===== config.mk =====
export PLATFORM = sky130hd
export DESIGN_NAME = sp_ram_arbiter
export DESIGN_NICKNAME = d
export VERILOG_FILES = /design/src/rtl/sp_ram_arbiter.sv
export SDC_FILE = /design/constraint.sdc
export NUM_CORES = 1
export LEC_CHECK = 0
export ABC_CLOCK_PERIOD_IN_PS = 2100
export CORE_MARGIN = 2
export CORE_UTILIZATION = 27
export CTS_BUF_LIST = sky130_fd_sc_hd__clkbuf_8
export DETAILED_ROUTE_END_ITERATION = 6
export PLACE_DENSITY = 0.94
export SLEW_MARGIN = 10
export SYNTH_ARGS = -nofsm -noshare
export SYNTH_HDL_FRONTEND = slang
export SYNTH_SLANG_ARGS = --single-unit

===== constraint.sdc =====
create_clock -name clk -period 2.1 [get_ports clk]
set_input_delay 0.42 -clock clk [delete_from_list [all_inputs] [get_ports clk]]
set_output_delay 0.42 -clock clk [all_outputs]
set_load 0.01 [all_outputs]

===== src/rtl/sp_ram_arbiter.sv =====
// Two-port round-robin arbiter in front of one single-port block RAM.
// Zero-fills the RAM after reset or clr, then serves one access per cycle.
`timescale 1ns/1ps
module sp_ram_arbiter #(
    parameter int ADDR_W = 7,
    parameter int DATA_W = 18
) (
    input  logic              clk,
    input  logic              reset_n,
    input  logic              clr,
    output logic              busy,

    input  logic              p0_valid,
    output logic              p0_ready,
    input  logic              p0_we,
    input  logic [ADDR_W-1:0] p0_addr,
    input  logic [DATA_W-1:0] p0_wdata,

    input  logic              p1_valid,
    output logic              p1_ready,
    input  logic              p1_we,
    input  logic [ADDR_W-1:0] p1_addr,
    input  logic [DATA_W-1:0] p1_wdata,

    output logic              rvalid,
    output logic              rport,
    output logic [DATA_W-1:0] rdata,

    output logic              ram_ce,
    output logic              ram_oce,
    output logic              ram_wre,
    output logic              ram_reset,
    output logic [ADDR_W-1:0] ram_ad,
    output logic [DATA_W-1:0] ram_din,
    input  logic [DATA_W-1:0] ram_dout
);

    typedef enum logic {
        ST_INIT  = 1'b0,
        ST_SERVE = 1'b1
    } state_t;

    localparam logic [ADDR_W-1:0] LAST_ADDR = '1;

    state_t            state_reg, state_next;
    logic [ADDR_W-1:0] init_addr_reg, init_addr_next;
    logic              last_grant_reg, last_grant_next;
    logic              rvalid_reg, rvalid_next;
    logic              rport_reg, rport_next;

    logic [1:0]        valid_vec;
    logic [1:0]        we_vec;
    logic [ADDR_W-1:0] addr_arr [2];
    logic [DATA_W-1:0] wdata_arr [2];
    logic [1:0]        ready_vec;
    logic              grant_en;
    logic              grant_port;

    assign valid_vec    = {p1_valid, p0_valid};
    assign we_vec       = {p1_we, p0_we};
    assign addr_arr[0]  = p0_addr;
    assign addr_arr[1]  = p1_addr;
    assign wdata_arr[0] = p0_wdata;
    assign wdata_arr[1] = p1_wdata;

    // Grants only exist in SERVE, outside reset and outside a clr cycle.
    always_comb begin
        grant_en   = 1'b0;
        grant_port = 1'b0;
        if (reset_n && (state_reg == ST_SERVE) && !clr) begin
            case (valid_vec)
                2'b01: begin
                    grant_en   = 1'b1;
                    grant_port = 1'b0;
                end
                2'b10: begin
                    grant_en   = 1'b1;
                    grant_port = 1'b1;
                end
                2'b11: begin
                    grant_en   = 1'b1;
                    grant_port = ~last_grant_reg;
                end
                default: begin
                    grant_en   = 1'b0;
                    grant_port = 1'b0;
                end
            endcase
        end
    end

    genvar gi;
    generate
        for (gi = 0; gi < 2; gi++) begin : g_ready
            assign ready_vec[gi] = grant_en && (grant_port == 1'(gi));
        end
    endgenerate

    assign p0_ready = ready_vec[0];
    assign p1_ready = ready_vec[1];

    always_comb begin
        state_next      = state_reg;
        init_addr_next  = init_addr_reg;
        last_grant_next = last_grant_reg;
        rvalid_next     = grant_en && !we_vec[grant_port];
        rport_next      = grant_en ? grant_port : rport_reg;
        ram_ce          = 1'b0;
        ram_wre         = 1'b0;
        ram_ad          = '0;
        ram_din         = '0;

        case (state_reg)
            ST_INIT: begin
                ram_ce         = 1'b1;
                ram_wre        = 1'b1;
                ram_ad         = init_addr_reg;
                init_addr_next = init_addr_reg + 1'b1;
                if (init_addr_reg == LAST_ADDR) begin
                    state_next = ST_SERVE;
                end
            end
            ST_SERVE: begin
                if (clr) begin
                    state_next     = ST_INIT;
                    init_addr_next = '0;
                end else if (grant_en) begin
                    ram_ce          = 1'b1;
                    ram_wre         = we_vec[grant_port];
                    ram_ad          = addr_arr[grant_port];
                    ram_din         = wdata_arr[grant_port];
                    last_grant_next = grant_port;
                end
            end
            default: begin
                state_next = ST_INIT;
            end
        endcase

        // Keep the macro idle while reset is held.
        if (!reset_n) begin
            ram_ce  = 1'b0;
            ram_wre = 1'b0;
        end
    end

    always_ff @(posedge clk) begin
        if (!reset_n) begin
            state_reg      <= ST_INIT;
            init_addr_reg  <= '0;
            last_grant_reg <= 1'b1;
            rvalid_reg     <= 1'b0;
            rport_reg      <= 1'b0;
        end else begin
            state_reg      <= state_next;
            init_addr_reg  <= init_addr_next;
            last_grant_reg <= last_grant_next;
            rvalid_reg     <= rvalid_next;
            rport_reg      <= rport_next;
        end
    end

    assign busy      = !reset_n || (state_reg == ST_INIT);
    assign rvalid    = rvalid_reg;
    assign rport     = rport_reg;
    assign rdata     = ram_dout;
    assign ram_oce   = 1'b1;
    assign ram_reset = ~reset_n;

endmodule


**A small window of the routed layout**

Region (39, 39) to (59, 59) um. Cells in gray, sequential cells in the stronger gray; small squares are vias.
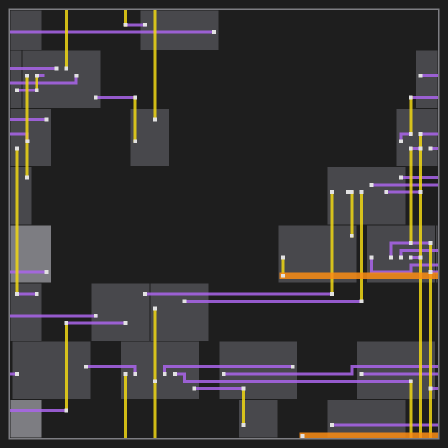
[M2] yellow
[M3] orange
[M1] purple
sequential cells in the window: 0
cells with their middle in the window: 17
most frequent: clkdlybuf4s50_1 (6), a221o_1 (4), buf_2 (3)

**Placement by cell class**

Scale: 8 px per um. Fill, decap, tap and diode cells in gray.
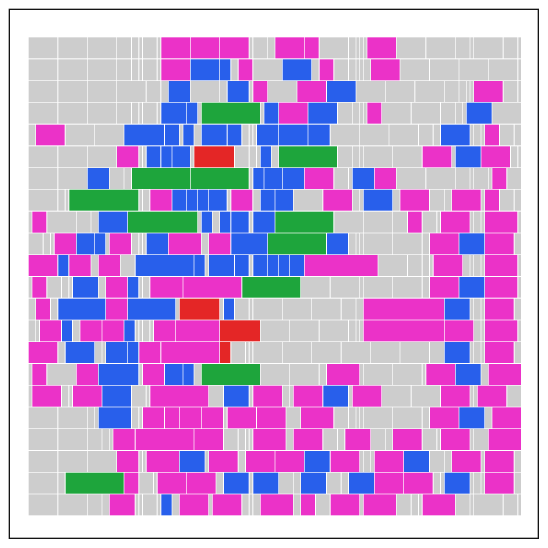
[clock drivers and dummy loads] red | cells: 4 | share of their area: 2.1%
[remaining buffers and delay cells] magenta | cells: 122 | share of their area: 56%
[remaining logic cells] blue | cells: 88 | share of their area: 31%
[registers] green | cells: 11 | share of their area: 11%
number of placement rows: 22
final core utilization: 59.1%

**Clock distribution**

Scale: 8 px per um.
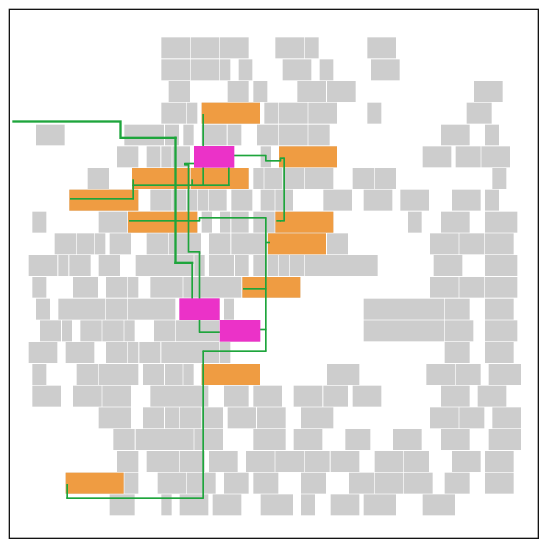
[clock wires] green | length: 211 um
[flip-flops] orange | count: 11
[clock-net drivers] magenta | count: 3
routed clock nets: 4
skew final: 0.00652 ns
Clk pwr share: 35.5%

==> Flow_metrics.wiki <==
== Flow metrics ==
{| class="wikitable"
! Metric !! Value
|-
| Hold-fix buffers at CTS || 0
|-
| Detailed placement HPWL || 2.81 mm
|-
| Post-placement worst setup slack || -0.563 ns
|-
| Data required, critical path || 1.68 ns
|-
| Post-route met1 wirelength || 1.68 mm
|-
| Start point of the worst min-delay path || rport
|-
| Net switching power || 147 uW
|-
| Post-CTS Setup Bufs || 11
|-
| Final antenna diode count || 0
|-
| Wire length after detailed routing || 4.22 mm
|-
| Flip-flop count of the largest register, all copies and words added || 7
|-
| Root Buffer Master || clkbuf_8
|-
| Post-synthesis instance area || 1040 um2
|-
| Detail Route Antenna Nets || 0
|-
| Largest net degree at the start of global routing || 16
|-
| H-tree lvl count || 1
|-
| Clock tree buffer depth || 2
|-
| Yosys xor share || 0%
|-
| Num CTS Buffers || 3
|-
| Met2 Routed Length || 2.14 mm
|-
| Outcome || complete, no violations
|-
| Sw Ratio || 24.1%
|}
**Floorplan with the power grid**

Scale: 6 px per um. Pins as bars on the die edge.
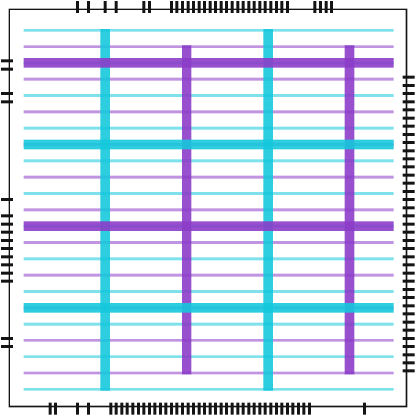
[VSS] cyan
[VDD] purple
met5 straps: 4
signal pins: 127
maximum vdd ir drop: 0.000218 V
Core ar.: 3690 um2
die height: 65.9 um
die width: 65.9 um

**Routing congestion map**

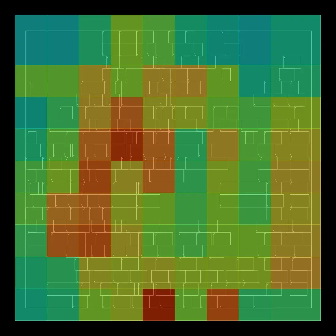
GR Layer Usage met1: 20.6%
Top Usage Layer GRT: met2
detail-routed net length per standard cell: 15.5 um
met2 demand-to-capacity share in global routing: 35.0%
global routing usage on met3: 4.26%

## how the worst min path moves through the flow
stage | endpoint | slack (ns) | depth (start not counted)
2_1_floorplan | init_addr_reg[6] | 0.47 | 2
3_3_place_gp | rport | 0.45 | 2
3_5_place_dp | rport | 0.45 | 2
4_1_cts | rport | 0.46 | 2
5_1_grt | rport | 0.52 | 2
6_report | rport | 0.47 | 2
## power groups by stage
stage / combinational (mW) / sequential, mW / clock [mW]
after CTS: 0.178 / 0.220 / 0.210
after detailed placement: 0.178 / 0.224 / 0
after global placement: 0.175 / 0.224 / 0
after floorplan: 0.0720 / 0.224 / 0
after global routing: 0.191 / 0.219 / 0.223
final: 0.178 / 0.217 / 0.217
## critical path: stages (launching register included)
cell,delay [ns]
dfxtp_4,0.36
nor2b_4,0.14
nor3_4,0.05
buf_6,0.11
buf_12,0.11
buf_8,0.12
buf_4,0.12
a221o_1,0.28
buf_2,0.14
## per-layer routing
| metal | GRT usage, % | up-vias |
|---|---|---|
| met5 | 0 | - |
| met4 | 6.89 | 0 |
| met3 | 4.26 | 7 |
| met2 | 35.0 | 63 |
| met1 | 20.6 | 627 |
| li1 | - | 654 |
## cell type report
class / instances / area [um2]
multi-input cells: 84 / 636
fillers: 322 / 1510
repair buffers: 122 / 1190
clock buffers: 3 / 41.3
clock inverters: 1 / 3.75
well taps: 48 / 60.1
inverters: 4 / 15.0
flip-flops and latches: 11 / 228
## cells in the final DEF (no fill, tap or decap), drive strengths merged, types with 2 or more instances in the layout
cell / n
a21oi: 7
a221o: 8
a22o: 18
a31oi: 2
and2b: 5
buf: 47
clkbuf: 5
clkdlybuf4s15: 14
clkdlybuf4s50: 57
dfxtp: 11
dlygate4sd2: 2
inv: 4
nand2: 9
nor2: 9
nor2b: 3
o21ai: 2
o311ai: 2
or4: 3
No activity file was given, so power comes from the tool's default toggle rates.
